===== src/rtl/pixel_stream_tx_pkg.sv =====
// Shared video raster parameters, RGB888 field layout and the transmit FSM state type.
package pixel_stream_tx_pkg;

    localparam int unsigned H_ACTIVE_DEF = 1280;
    localparam int unsigned V_ACTIVE_DEF = 720;
    localparam int unsigned X_W_DEF      = 11;
    localparam int unsigned Y_W_DEF      = 10;
    localparam int unsigned DATA_W_DEF   = 24;

    // RGB888 pixel packing {R,G,B}, shared with the colour-detect blocks.
    localparam int unsigned CH_W  = 8;
    localparam int unsigned R_LSB = 16;
    localparam int unsigned G_LSB = 8;
    localparam int unsigned B_LSB = 0;

    typedef enum logic [1:0] {
        ST_IDLE     = 2'd0,
        ST_WAIT_SOF = 2'd1,
        ST_ACTIVE   = 2'd2
    } tx_state_t;

endpackage


===== src/rtl/pixel_stream_tx_raster_counter.sv =====
// Raster x/y position counter; clear and advance together step from the origin.
module pixel_raster_counter
    import pixel_stream_tx_pkg::*;
#(
    parameter int unsigned H_ACTIVE = H_ACTIVE_DEF,
    parameter int unsigned V_ACTIVE = V_ACTIVE_DEF,
    parameter int unsigned X_W      = X_W_DEF,
    parameter int unsigned Y_W      = Y_W_DEF
) (
    input  logic           i_clk,
    input  logic           i_reset_n,
    input  logic           i_clear,
    input  logic           i_advance,
    output logic [X_W-1:0] o_x,
    output logic [Y_W-1:0] o_y,
    output logic           o_last_in_line,
    output logic           o_last_in_frame
);

    localparam logic [X_W-1:0] LAST_X = X_W'(H_ACTIVE - 1);
    localparam logic [Y_W-1:0] LAST_Y = Y_W'(V_ACTIVE - 1);

    logic [X_W-1:0] r_x;
    logic [Y_W-1:0] r_y;
    logic [X_W-1:0] w_base_x;
    logic [Y_W-1:0] w_base_y;
    logic [X_W-1:0] w_next_x;
    logic [Y_W-1:0] w_next_y;

    always_comb begin
        w_base_x = i_clear ? '0 : r_x;
        w_base_y = i_clear ? '0 : r_y;
        w_next_x = w_base_x;
        w_next_y = w_base_y;
        if (i_advance) begin
            if (w_base_x == LAST_X) begin
                w_next_x = '0;
                w_next_y = (w_base_y == LAST_Y) ? '0 : w_base_y + Y_W'(1);
            end else begin
                w_next_x = w_base_x + X_W'(1);
            end
        end
    end

    always_ff @(posedge i_clk or negedge i_reset_n) begin
        if (!i_reset_n) begin
            r_x <= '0;
            r_y <= '0;
        end else begin
            r_x <= w_next_x;
            r_y <= w_next_y;
        end
    end

    assign o_x             = r_x;
    assign o_y             = r_y;
    assign o_last_in_line  = (r_x == LAST_X);
    assign o_last_in_frame = (r_x == LAST_X) && (r_y == LAST_Y);

endmodule


===== src/rtl/pixel_stream_tx.sv =====
// Raster pixel transmitter: accepts RGB beats with SOF/EOL, tags them with X/Y, checks framing.
module pixel_stream_tx
    import pixel_stream_tx_pkg::*;
#(
    parameter int unsigned H_ACTIVE = H_ACTIVE_DEF,
    parameter int unsigned V_ACTIVE = V_ACTIVE_DEF,
    parameter int unsigned X_W      = X_W_DEF,
    parameter int unsigned Y_W      = Y_W_DEF,
    parameter int unsigned DATA_W   = DATA_W_DEF
) (
    input  logic              clk,
    input  logic              reset_n,
    input  logic              enable,
    input  logic [DATA_W-1:0] S_DATA,
    input  logic              S_VALID,
    input  logic              S_SOF,
    input  logic              S_EOL,
    output logic              S_READY,
    output logic [DATA_W-1:0] DATA_OUT,
    output logic              DATA_OUT_VALID,
    output logic [X_W-1:0]    X_VALUE,
    output logic [Y_W-1:0]    Y_VALUE,
    output logic              FRAME_DONE,
    output logic              SOF_ERR,
    output logic              EOL_ERR,
    output logic [31:0]       FRAME_COUNT
);

    localparam bit ORIGIN_LAST_LINE  = (H_ACTIVE == 1);
    localparam bit ORIGIN_LAST_FRAME = (H_ACTIVE == 1) && (V_ACTIVE == 1);

    tx_state_t r_state;
    tx_state_t w_state_next;

    logic              r_ready;
    logic [DATA_W-1:0] r_data;
    logic              r_valid;
    logic [X_W-1:0]    r_x;
    logic [Y_W-1:0]    r_y;
    logic              r_frame_done;
    logic              r_sof_err;
    logic              r_eol_err;
    logic [31:0]       r_frame_count;

    logic           w_accept;
    logic           w_emit;
    logic           w_origin;
    logic           w_clear;
    logic           w_advance;
    logic           w_sof_err;
    logic           w_eol_err;
    logic           w_frame_done;
    logic           w_last_line;
    logic           w_last_frame;
    logic           w_at_origin;
    logic [X_W-1:0] w_cnt_x;
    logic [Y_W-1:0] w_cnt_y;
    logic           w_cnt_last_line;
    logic           w_cnt_last_frame;

    pixel_raster_counter #(
        .H_ACTIVE (H_ACTIVE),
        .V_ACTIVE (V_ACTIVE),
        .X_W      (X_W),
        .Y_W      (Y_W)
    ) u_raster_counter (
        .i_clk           (clk),
        .i_reset_n       (reset_n),
        .i_clear         (w_clear),
        .i_advance       (w_advance),
        .o_x             (w_cnt_x),
        .o_y             (w_cnt_y),
        .o_last_in_line  (w_cnt_last_line),
        .o_last_in_frame (w_cnt_last_frame)
    );

    assign w_accept    = S_VALID && r_ready;
    assign w_at_origin = (w_cnt_x == '0) && (w_cnt_y == '0);

    always_comb begin
        w_state_next = r_state;
        w_clear      = 1'b0;
        w_advance    = 1'b0;
        w_emit       = 1'b0;
        w_origin     = 1'b0;
        w_sof_err    = 1'b0;
        w_eol_err    = 1'b0;
        w_frame_done = 1'b0;
        w_last_line  = 1'b0;
        w_last_frame = 1'b0;
        case (r_state)
            ST_IDLE: begin
                w_clear      = 1'b1;
                w_state_next = ST_WAIT_SOF;
            end
            ST_WAIT_SOF, ST_ACTIVE: begin
                // An SOF beat is always placed at the origin, so its line/frame flags are static.
                w_origin     = S_SOF;
                w_emit       = w_accept && (S_SOF || (r_state == ST_ACTIVE));
                w_sof_err    = w_accept && S_SOF && (r_state == ST_ACTIVE) && !w_at_origin;
                w_last_line  = S_SOF ? ORIGIN_LAST_LINE  : w_cnt_last_line;
                w_last_frame = S_SOF ? ORIGIN_LAST_FRAME : w_cnt_last_frame;
                if (w_emit) begin
                    if (w_last_line != S_EOL) begin
                        w_eol_err    = 1'b1;
                        w_clear      = 1'b1;
                        w_state_next = ST_WAIT_SOF;
                    end else if (w_last_frame) begin
                        w_frame_done = 1'b1;
                        w_clear      = 1'b1;
                        w_state_next = ST_WAIT_SOF;
                    end else begin
                        w_clear      = S_SOF;
                        w_advance    = 1'b1;
                        w_state_next = ST_ACTIVE;
                    end
                end
            end
            default: begin
                w_clear      = 1'b1;
                w_state_next = ST_IDLE;
            end
        endcase
        if (!enable) begin
            w_state_next = ST_IDLE;
            w_clear      = 1'b1;
            w_advance    = 1'b0;
        end
    end

    always_ff @(posedge clk or negedge reset_n) begin
        if (!reset_n) begin
            r_state <= ST_IDLE;
            r_ready <= 1'b0;
        end else begin
            r_state <= w_state_next;
            r_ready <= (w_state_next != ST_IDLE);
        end
    end

    always_ff @(posedge clk or negedge reset_n) begin
        if (!reset_n) begin
            r_data        <= '0;
            r_valid       <= 1'b0;
            r_x           <= '0;
            r_y           <= '0;
            r_frame_done  <= 1'b0;
            r_sof_err     <= 1'b0;
            r_eol_err     <= 1'b0;
            r_frame_count <= '0;
        end else begin
            r_valid      <= w_emit;
            r_x          <= (w_emit && !w_origin) ? w_cnt_x : '0;
            r_y          <= (w_emit && !w_origin) ? w_cnt_y : '0;
            r_frame_done <= w_frame_done;
            r_sof_err    <= w_sof_err;
            r_eol_err    <= w_eol_err;
            if (w_emit) begin
                r_data <= S_DATA;
            end
            if (w_frame_done) begin
                r_frame_count <= r_frame_count + 32'd1;
            end
        end
    end

    assign S_READY        = r_ready;
    assign DATA_OUT       = r_data;
    assign DATA_OUT_VALID = r_valid;
    assign X_VALUE        = r_x;
    assign Y_VALUE        = r_y;
    assign FRAME_DONE     = r_frame_done;
    assign SOF_ERR        = r_sof_err;
    assign EOL_ERR        = r_eol_err;
    assign FRAME_COUNT    = r_frame_count;

endmodule


===== config.mk =====
export PLATFORM = sky130hd
export DESIGN_NAME = pixel_stream_tx
export DESIGN_NICKNAME = d
export VERILOG_FILES = /design/src/rtl/pixel_stream_tx_pkg.sv /design/src/rtl/pixel_stream_tx_raster_counter.sv /design/src/rtl/pixel_stream_tx.sv
export SDC_FILE = /design/constraint.sdc
export NUM_CORES = 1
export LEC_CHECK = 0
export ABC_CLOCK_PERIOD_IN_PS = 4730
export CELL_PAD_IN_SITES_DETAIL_PLACEMENT = 1
export CELL_PAD_IN_SITES_GLOBAL_PLACEMENT = 2
export CORE_MARGIN = 4
export CORE_UTILIZATION = 31
export DETAILED_ROUTE_END_ITERATION = 8
export GPL_TIMING_DRIVEN = 0
export PLACE_DENSITY_LB_ADDON = 0.1
export SYNTH_ARGS = -nofsm -noshare
export SYNTH_HDL_FRONTEND = slang
export SYNTH_HIERARCHICAL = 1
export SYNTH_SLANG_ARGS = --single-unit

===== constraint.sdc =====
create_clock -name clk -period 4.73 [get_ports clk]
set_input_delay 1.1825 -clock clk [delete_from_list [all_inputs] [get_ports clk]]
set_output_delay 1.1825 -clock clk [all_outputs]
set_load 0.05 [all_outputs]

### Pin placement

Drawn at 4 px/um. Pins as bars across the die edge, other pins in grey.
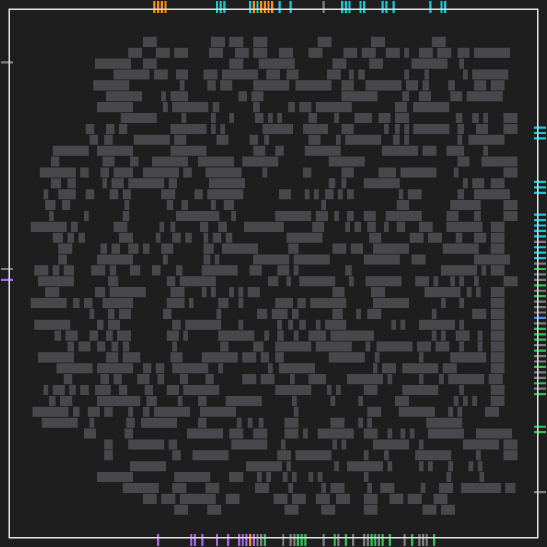
Key: X_VALUE = purple [pins 11, direction output, edge 10 bottom, 1 left]; DATA_OUT = green [pins 24, direction output, edge 12 bottom, 12 right]; S_READY = blue [pins 1, direction output, edge right]; Y_VALUE = orange [pins 10, direction output, edge 9 top, 1 bottom]; FRAME_COUNT = cyan [pins 32, direction output, edge 18 top, 14 right]
All pins by edge: 43 right, 38 bottom, 28 top, 3 left.
Chip Height: 131.7 um
number of I/O port buffers: 110
die span in x: 131.7 um

### Metal 3

Drawn at 4 px/um.
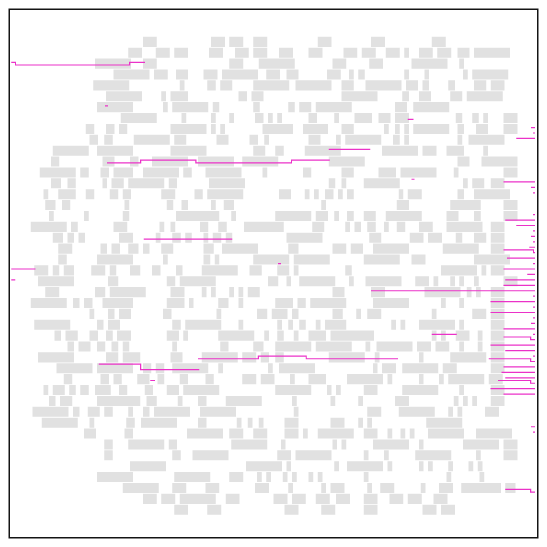
50 nets have wire on it. The wires run mostly horizontal. The layer carries 453 um of wire. The longest straight run is 40.7 um.
via count: 3732
GR met3 Demand/Resource: 0.04084
WL final: 12.68 mm

### Metal 2

Drawn at 4 px/um.
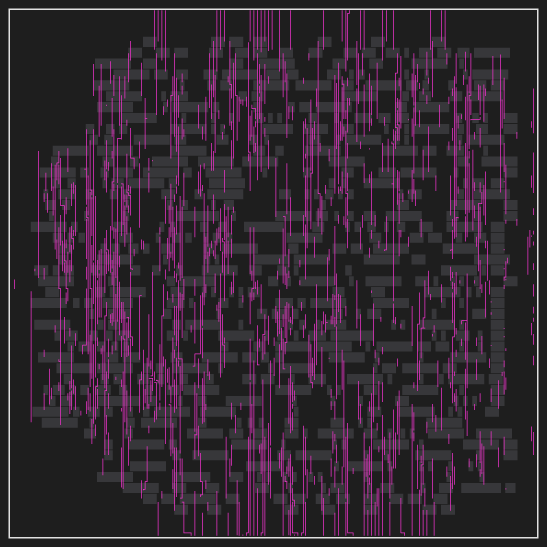
The layer carries 6470 um of wire. The wires run mostly vertical. The longest straight run is 45.2 um. The layer holds 51% of the routed length.

### Routing congestion

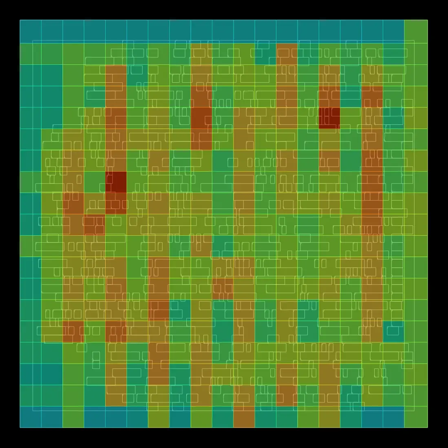
met2 Use GR: 0.2556
fin util: 0.4378
WL/cell: 16.42 um

### Wiring heat map

Drawn at 3 px/um. 26 x 26 tiles, from dark blue (low) to red (high), scaled to the fullest tile. Values are wire area over tile area, all layers added.
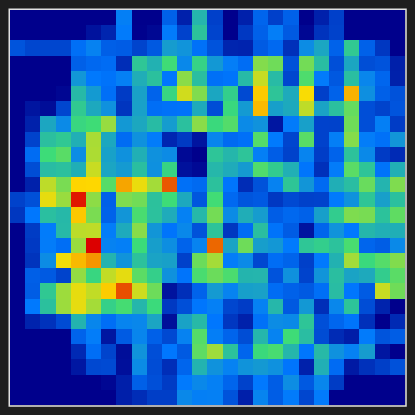
The fullest tile reaches 0.41. The mean over all tiles is 0.11. 14% of the tiles are over half the peak. The emptiest ninth of the die: upper left.
overall routing resource usage: 0.1488

-- cells by family (layout without fill, tap and decap cells) --
family | count (synthesis) | count (layout) | synth area share
DFF | 105 | 105 | 0.5537
AOI/OAI and AO/OA | 22 | 22 | 0.03137
buffers and inverters | 25 | 153 | 0.02267
adders and majority gates | 6 | 6 | 0.01582
muxes | 3 | 3 | 0.006591
xor gates and xnor gates | 42 | 42 | 0.08147
and+or+nand+nor | 257 | 257 | 0.2884
-- final cells by class --
type	count	share of cell area
timing repair buffer	114	0.1778
sequential	105	0.4068
clock inverter	3	0.01395
multi-input combinational	330	0.3113
clock buffer	11	0.03758
buffer	13	0.009880
inverter	12	0.006974
tap	184	0.03565
-- layer usage --
| metal | vias up | track usage | wire [um] |
|---|---|---|---|
| li1 | 1779 | - | - |
| met1 | 1881 | 0.1881 | 5629 |
| met2 | 63 | 0.2556 | 6472 |
| met3 | 9 | 0.04084 | 452 |
| met4 | 0 | 0.03326 | 121 |
| met5 | - | 0 | 0 |
-- metrics by stage --
stage / area [um2] / cells / total power [mW]
2_1_floorplan: 4746 / 460 / 1.460
3_3_place_gp: 6077 / 754 / 1.719
3_5_place_dp: 6102 / 755 / 1.734
4_1_cts: 6435 / 769 / 2.596
5_1_grt: 6459 / 772 / 2.667
6_report: 6459 / 772 / 2.557
-- synthesized netlist by cell type (2+ instances only) --
| cell | number |
|---|---|
| a211oi_1 | 2 |
| nor3b_1 | 2 |
| buf_2 | 2 |
| a21boi_0 | 2 |
| nand3_1 | 20 |
| and4_1 | 4 |
| clkinv_1 | 2 |
| nor2_1 | 30 |
| and4b_1 | 3 |
| xnor2_1 | 22 |
| xor2_1 | 19 |
| or4b_1 | 2 |
| nor2b_1 | 12 |
| nor3_1 | 16 |
| nand3b_1 | 2 |
| dfrtp_1 | 105 |
| or3_1 | 2 |
| nand4_1 | 12 |
| clkbuf_1 | 8 |
| nand2_1 | 101 |
| and3b_1 | 3 |
| nor4_1 | 5 |
| nand4_4 | 2 |
| ha_1 | 6 |
| mux2i_1 | 2 |
| and2_1 | 21 |
| inv_1 | 10 |
| nand2b_1 | 4 |
| and3_1 | 5 |
| o211ai_1 | 2 |
| o21ai_0 | 6 |
| a21oi_1 | 4 |
-- sequential cells by signal, summed over array words and instances, names as in the netlist --
name	count
FRAME_COUNT	32
DATA_OUT	24
X_VALUE	11
u_raster_counter/o_x	11
Y_VALUE	10
u_raster_counter/o_y	10
r_state	2
DATA_OUT_VALID	1
EOL_ERR	1
FRAME_DONE	1
SOF_ERR	1
S_READY	1
-- timing repair --
item | in CTS | in global routing
resized | 0 | 2
endpoints found under the setup margin | 0 | 6
endpoints found under the hold margin | 0 | 0
setup buffers | 0 | 3
-- power by group through the flow --
stage          Sequential (mW)  Combinational [mW]  Clock [mW]
2_1_floorplan             1.37              0.0931           0
3_5_place_dp              1.06               0.677           0
3_3_place_gp              1.05               0.667           0
6_report                  1.04               0.672       0.847
5_1_grt                   1.05               0.710       0.908
4_1_cts                   1.04               0.679       0.877
==> run_results.csv <==
group,metric,value,unit
placed_design,post-place-ws,-0.2180,ns
worst_setup_path,cp.required,4.99,ns
finish,combGateArea,2011,um2
flow_run,cap_violations,0,
routing,first_iter_violations,183,
clocking,h-tree-depth,3,
die,initial_core_util,0.3217,
global_routing,grt_pass1_wl,21.04,mm
worst_setup_path,cp.depth,11,
worst_setup_path,crit_fanout,10,
clocking,cts_tree,"built",
routing,vias_per_cell,4.834,
global_routing,grt_pass1_vias,3921,
power_and_ir_drop,p_int,1.730,mW
power_and_ir_drop,power.density,395.9,nW/um2
power_and_ir_drop,p_leak,2.946,nW
clocking,cts_sinks,105,
synthesis,async_reset_ff_frac,1.000,
synthesis,fp_nets,496,
min_path,holdCritPathClass,"flop to flop",
die,coreArea,14750,um2
worst_setup_path,worst_path_max_delay_cell,"clkdlybuf4s50_1",
clocking,clk_latency,0.35,ns
synthesis,synth_flop_count,105,
worst_setup_path,critical_path.endpoint,"u_raster_counter/o_y[4]",
synthesis,edf_count,0,
synthesis,flop_cell,"dfrtp_1",
min_path,whs_endpoint,"FRAME_COUNT[31]",
worst_setup_path,cp_cell_sequence,"clkdlybuf4s50_1 -> xnor2_4 -> nor3b_1 -> o211ai_1 -> clkbuf_2 -> nor2b_1 -> ha_1 -> and3b_1 -> nand4_4 -> or4b_1 -> a21oi_1",
power_and_ir_drop,swShare,0.3235,
sta,relSlewSlack,0.6044,
finish,synthToLayoutAreaGrowth,36.09,%
routing,drc_errors,0,
global_routing,overflow,0,
finish,antennaDiodeCount,0,
synthesis,syn_avg_cell_area,10.32,um2
worst_setup_path,worstSetupPathType,"primary input to flop",
worst_setup_path,crit_start,"S_EOL",
worst_setup_path,startpoint_type,"primary input",
sta,setup_slack,0.3919,ns
worst_setup_path,reg2reg_to,"u_raster_counter/o_y[4]",
finish,ff_latch_area,2628,um2
synthesis,synth_area,4746,um2
finish,mostFrequentLayoutCell,"clkdlybuf4s50_1",
global_routing,grt_max_degree,65,
outcome,status,"complete, no violations",
worst_setup_path,end_kind,"flop",
placed_design,place_congestion,0.7587,
finish,lay_top_cells,"clkdlybuf4s50_1, dfrtp_1, nand2_1",
clocking,cts_buffers,9,
clocking,cts_hold_buf,0,
sta,final_hold_viol_count,0,
power_and_ir_drop,p_switching,827.2,uW
sta,slew_viol_final,0,
Power and IR drop assume default switching activity.
